[src/rtl/ram_arbiter.sv]
`default_nettype none
// ============================================================================
// Module      : ram_arbiter
// Description : Round-robin arbiter sharing one single-port RAM (synchronous
//               write, asynchronous read) between two valid/ready requesters.
//               Read data is returned one cycle after the grant on a
//               per-requester registered response channel.
//               Optional macro RAM_ARB_INIT_EN adds an INIT state that
//               zero-clears the whole RAM after every reset.
// Revision    : 1.0 - initial release
// ============================================================================
module ram_arbiter #(
  parameter int DEPTH = 8,
  parameter int WIDTH = 32
) (
  input  logic                     clk,
  input  logic                     rst,
  input  logic                     req0_valid,
  output logic                     req0_ready,
  input  logic                     req0_we,
  input  logic [$clog2(DEPTH)-1:0] req0_addr,
  input  logic [WIDTH-1:0]         req0_wdata,
  output logic                     rsp0_valid,
  output logic [WIDTH-1:0]         rsp0_rdata,
  input  logic                     req1_valid,
  output logic                     req1_ready,
  input  logic                     req1_we,
  input  logic [$clog2(DEPTH)-1:0] req1_addr,
  input  logic [WIDTH-1:0]         req1_wdata,
  output logic                     rsp1_valid,
  output logic [WIDTH-1:0]         rsp1_rdata,
  output logic                     WE,
  output logic [$clog2(DEPTH)-1:0] A,
  output logic [WIDTH-1:0]         WD,
  input  logic [WIDTH-1:0]         RD
);

  localparam int AW = $clog2(DEPTH);

  logic             ptr_q, ptr_d;
  logic             run_en;
  logic             gnt0, gnt1;
  logic             rsp0_valid_q, rsp1_valid_q;
  logic [WIDTH-1:0] rsp0_rdata_q, rsp1_rdata_q;

`ifdef RAM_ARB_INIT_EN
  typedef enum logic [0:0] {
    ST_INIT = 1'b0,
    ST_RUN  = 1'b1
  } state_t;

  state_t        state_q, state_d;
  logic [AW-1:0] init_cnt_q, init_cnt_d;
  logic          init_act;

  // State register and clear-address counter
  always_ff @(posedge clk or posedge rst) begin
    if (rst) begin
      state_q    <= ST_INIT;
      init_cnt_q <= '0;
    end else begin
      state_q    <= state_d;
      init_cnt_q <= init_cnt_d;
    end
  end

  // Walk the clear address across the array once, then hand over to RUN
  always_comb begin
    state_d    = state_q;
    init_cnt_d = init_cnt_q;
    if (state_q == ST_INIT) begin
      init_cnt_d = init_cnt_q + AW'(1);
      if (init_cnt_q == AW'(DEPTH - 1)) begin
        state_d = ST_RUN;
      end
    end
  end

  assign init_act = (state_q == ST_INIT);
  assign run_en   = (state_q == ST_RUN) && !rst;
`else
  // Arbitration is live as soon as reset is released; readies stay low in reset
  assign run_en = !rst;
`endif

  // Grant decision, pointer next-state and RAM port drive
  always_comb begin
    req0_ready = 1'b0;
    req1_ready = 1'b0;
    gnt0       = 1'b0;
    gnt1       = 1'b0;
    ptr_d      = ptr_q;
    WE         = 1'b0;
    A          = '0;
    WD         = '0;
`ifdef RAM_ARB_INIT_EN
    if (init_act) begin
      WE = 1'b1;
      A  = init_cnt_q;
    end
`endif
    if (run_en) begin
      // Each ready depends only on the other side's valid and the pointer
      req0_ready = !req1_valid || (ptr_q == 1'b0);
      req1_ready = !req0_valid || (ptr_q == 1'b1);
      gnt0       = req0_valid && req0_ready;
      gnt1       = req1_valid && req1_ready;
      if (gnt0) begin
        WE    = req0_we;
        A     = req0_addr;
        WD    = req0_wdata;
        ptr_d = 1'b1;
      end else if (gnt1) begin
        WE    = req1_we;
        A     = req1_addr;
        WD    = req1_wdata;
        ptr_d = 1'b0;
      end
    end
  end

  // Priority pointer and registered read responses
  always_ff @(posedge clk or posedge rst) begin
    if (rst) begin
      ptr_q        <= 1'b0;
      rsp0_valid_q <= 1'b0;
      rsp1_valid_q <= 1'b0;
      rsp0_rdata_q <= '0;
      rsp1_rdata_q <= '0;
    end else begin
      ptr_q        <= ptr_d;
      rsp0_valid_q <= gnt0 && !req0_we;
      rsp1_valid_q <= gnt1 && !req1_we;
      if (gnt0 && !req0_we) begin
        rsp0_rdata_q <= RD;
      end
      if (gnt1 && !req1_we) begin
        rsp1_rdata_q <= RD;
      end
    end
  end

  assign rsp0_valid = rsp0_valid_q;
  assign rsp1_valid = rsp1_valid_q;
  assign rsp0_rdata = rsp0_rdata_q;
  assign rsp1_rdata = rsp1_rdata_q;

endmodule
`default_nettype wire

[config.mk]
export PLATFORM = sky130hd
export DESIGN_NAME = ram_arbiter
export DESIGN_NICKNAME = d
export VERILOG_FILES = /design/src/rtl/ram_arbiter.sv
export SDC_FILE = /design/constraint.sdc
export NUM_CORES = 1
export LEC_CHECK = 0
export CORE_ASPECT_RATIO = 1.2
export CORE_MARGIN = 3
export CORE_UTILIZATION = 37
export CTS_CLUSTER_DIAMETER = 50
export DETAILED_ROUTE_END_ITERATION = 7
export PLACE_DENSITY = 0.86
export SETUP_SLACK_MARGIN = 0.05
export SYNTH_ARGS = -nofsm -noshare
export SYNTH_HDL_FRONTEND = slang
export SYNTH_SLANG_ARGS = --single-unit
[constraint.sdc]
create_clock -name clk -period 4.08 [get_ports clk]
set_input_delay 0.408 -clock clk [delete_from_list [all_inputs] [get_ports clk]]
set_output_delay 0.408 -clock clk [all_outputs]
set_load 0.1 [all_outputs]
wire_density.png
Drawn at 4 px/um. The die is cut into 17 by 21 equal tiles; dark blue is low, red is high, scaled to the fullest tile. Values are wire area over tile area, all layers added.
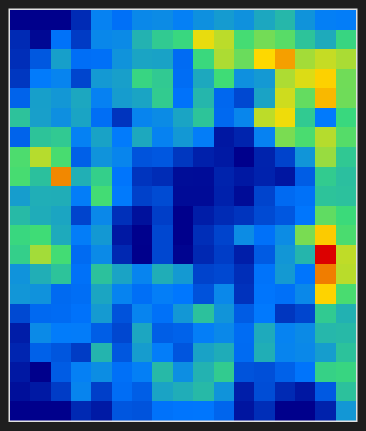
nearly empty tiles: 4.5%
fullest tile: 0.59
densest ninth of the die: upper right
vias post-DR: 2480
Global Route Usage Sum: 20.1%
wire length after detailed routing: 9.48 mm
Routed wire per std cell: 18.8 um

met2.png
Drawn at 4 px/um. Cells faint in the background.
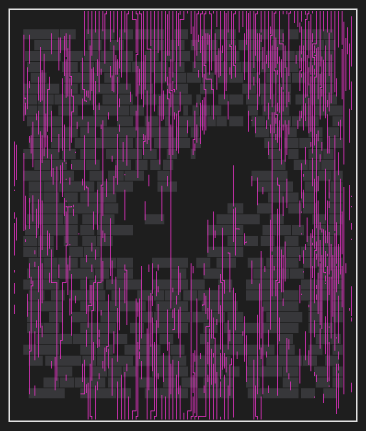
longest straight run: 51.7 um
share of all routed wire: 54%
GR Layer Usage met2: 37.6%

==> impl_metrics.xml <==
<?xml version="1.0" encoding="UTF-8"?>
<metrics>
  <group name="global_routing">
    <metric name="maximum_number_of_pins_on_one_net_before_global_route_repair" unit="">42</metric>
    <metric name="initial_antenna_violation_count" unit="">0</metric>
  </group>
  <group name="power">
    <metric name="vdd_ir_drop_max" unit="uV">598</metric>
    <metric name="leakage" unit="uW">0.00226</metric>
    <metric name="power.density" unit="mW/mm^2">713</metric>
  </group>
  <group name="sta">
    <metric name="maxSlewViolCount" unit="">0</metric>
    <metric name="slew_headroom" unit="%">32.3</metric>
    <metric name="timing.clock.skew" unit="ns">0.00727</metric>
  </group>
  <group name="clock_tree">
    <metric name="tritoncts" unit="">yes</metric>
    <metric name="ctsHtreeMaxLevel" unit="">3</metric>
    <metric name="sink_count" unit="">67</metric>
    <metric name="clock_tree.buffer_depth" unit="">2</metric>
  </group>
  <group name="finish">
    <metric name="mi_logic_area" unit="mm^2">0.00113</metric>
    <metric name="clock_buffers" unit="">9</metric>
    <metric name="sequential_cell_area" unit="mm^2">0.00168</metric>
    <metric name="layout.comb_gates.multi_input" unit="">112</metric>
    <metric name="seq-cell-share" unit="%">32.1</metric>
    <metric name="num-nonclk-buffers" unit="">217</metric>
    <metric name="seq_cells" unit="">67</metric>
    <metric name="buf_share" unit="%">39.5</metric>
    <metric name="final_nets" unit="">518</metric>
    <metric name="fillers" unit="">539</metric>
  </group>
  <group name="yosys">
    <metric name="ys_seq_share" unit="%">58.2</metric>
    <metric name="number_of_flops_mapped_to_enable_cells_by_yosys" unit="">0</metric>
    <metric name="cell_count_listed_in_synth_stat_txt" unit="">196</metric>
    <metric name="predominant_post_synthesis_flop_cell" unit="">dfrtp_1</metric>
    <metric name="yosys_area" unit="mm^2">0.00288</metric>
    <metric name="synthesis.area_per_instance" unit="um^2">14.7</metric>
  </group>
  <group name="worst_setup_path">
    <metric name="critPathCapture" unit="">A[0]</metric>
    <metric name="reg2reg_to" unit="">rsp1_rdata[8]</metric>
    <metric name="cp-start-kind" unit="">primary input</metric>
    <metric name="reg2reg_depth" unit="">4</metric>
  </group>
  <group name="place">
    <metric name="globalplace.congestion" unit="">0.740</metric>
  </group>
  <group name="hold_path">
    <metric name="hold_removal_path_class" unit="">reg2reg</metric>
  </group>
  <group name="status">
    <metric name="run_status" unit="">finished clean</metric>
  </group>
  <group name="floorplan">
    <metric name="die_width" unit="um">86.5</metric>
  </group>
</metrics>
## registers in the layout, indices dropped and copies added, names as in the netlist
signal and cells:
ptr_q 1, rsp0_rdata 32, rsp1_valid 1, rsp1_rdata 32, rsp0_valid 1
## placed cells by master, fill, tap and decap left out, drive strengths merged
cell type      synthesis  layout
nor3b                  1       1
clkinv                 0       3
nor4b                  1       1
a22o                  35      35
nand3b                 2       2
clkbuf                 4       9
o21ai                  1       1
buf                   10      43
nor2                   1       1
nand2                  2       2
dfrtp                 67      67
bufinv                 0       2
mux2                  64      64
nor2b                  1       1
inv                    3       5
nand3                  1       1
a21oi                  2       2
and2                   1       1
clkdlybuf4s50          0     174
## metrics by stage
stage / worst slack [ns] / instance area [um^2] / total power (uW) / util, % / std cells
final: 1.09 / 5220 / 3720 / 70.5 / 505
after global placement: 1.21 / 5000 / 3110 / 67.5 / 489
after floorplan: 0.755 / 2880 / 2560 / - / 196
after global routing: 0.995 / 5220 / 3840 / 70.5 / 505
after detailed placement: 1.11 / 5000 / 3130 / 67.5 / 489
after CTS: 1.10 / 5220 / 3760 / 70.5 / 505
## metal layers
metal	GRT usage [%]	routed length (um)
met1	20.9	3320
met2	37.6	5110
met3	8.15	945
met4	4.80	101
met5	0	0
## kinds of logic (layout without fill, tap and decap cells)
kind of cell | Yosys count | after routing | share of synthesized area, %
mux | 64 | 64 | 25.0
buf+inv | 17 | 236 | 2.65
compound gates | 38 | 38 | 11.3
simple gates | 10 | 10 | 2.78
flops | 67 | 67 | 58.2
## where the power goes
part	internal [uW]	switching, uW	total [uW]
clock network	349	263	612
registers	829	81.7	910
logic	530	1670	2200
## critical path, stage by stage
cell,delay [ns]
clkdlybuf4s50_1,0.47
nor2b_1,0.24
nor3b_4,0.62
buf_4,0.35
a22o_1,0.19
buf_4,0.29
Power figures rest on the tool's default switching activity, not on a simulated workload.
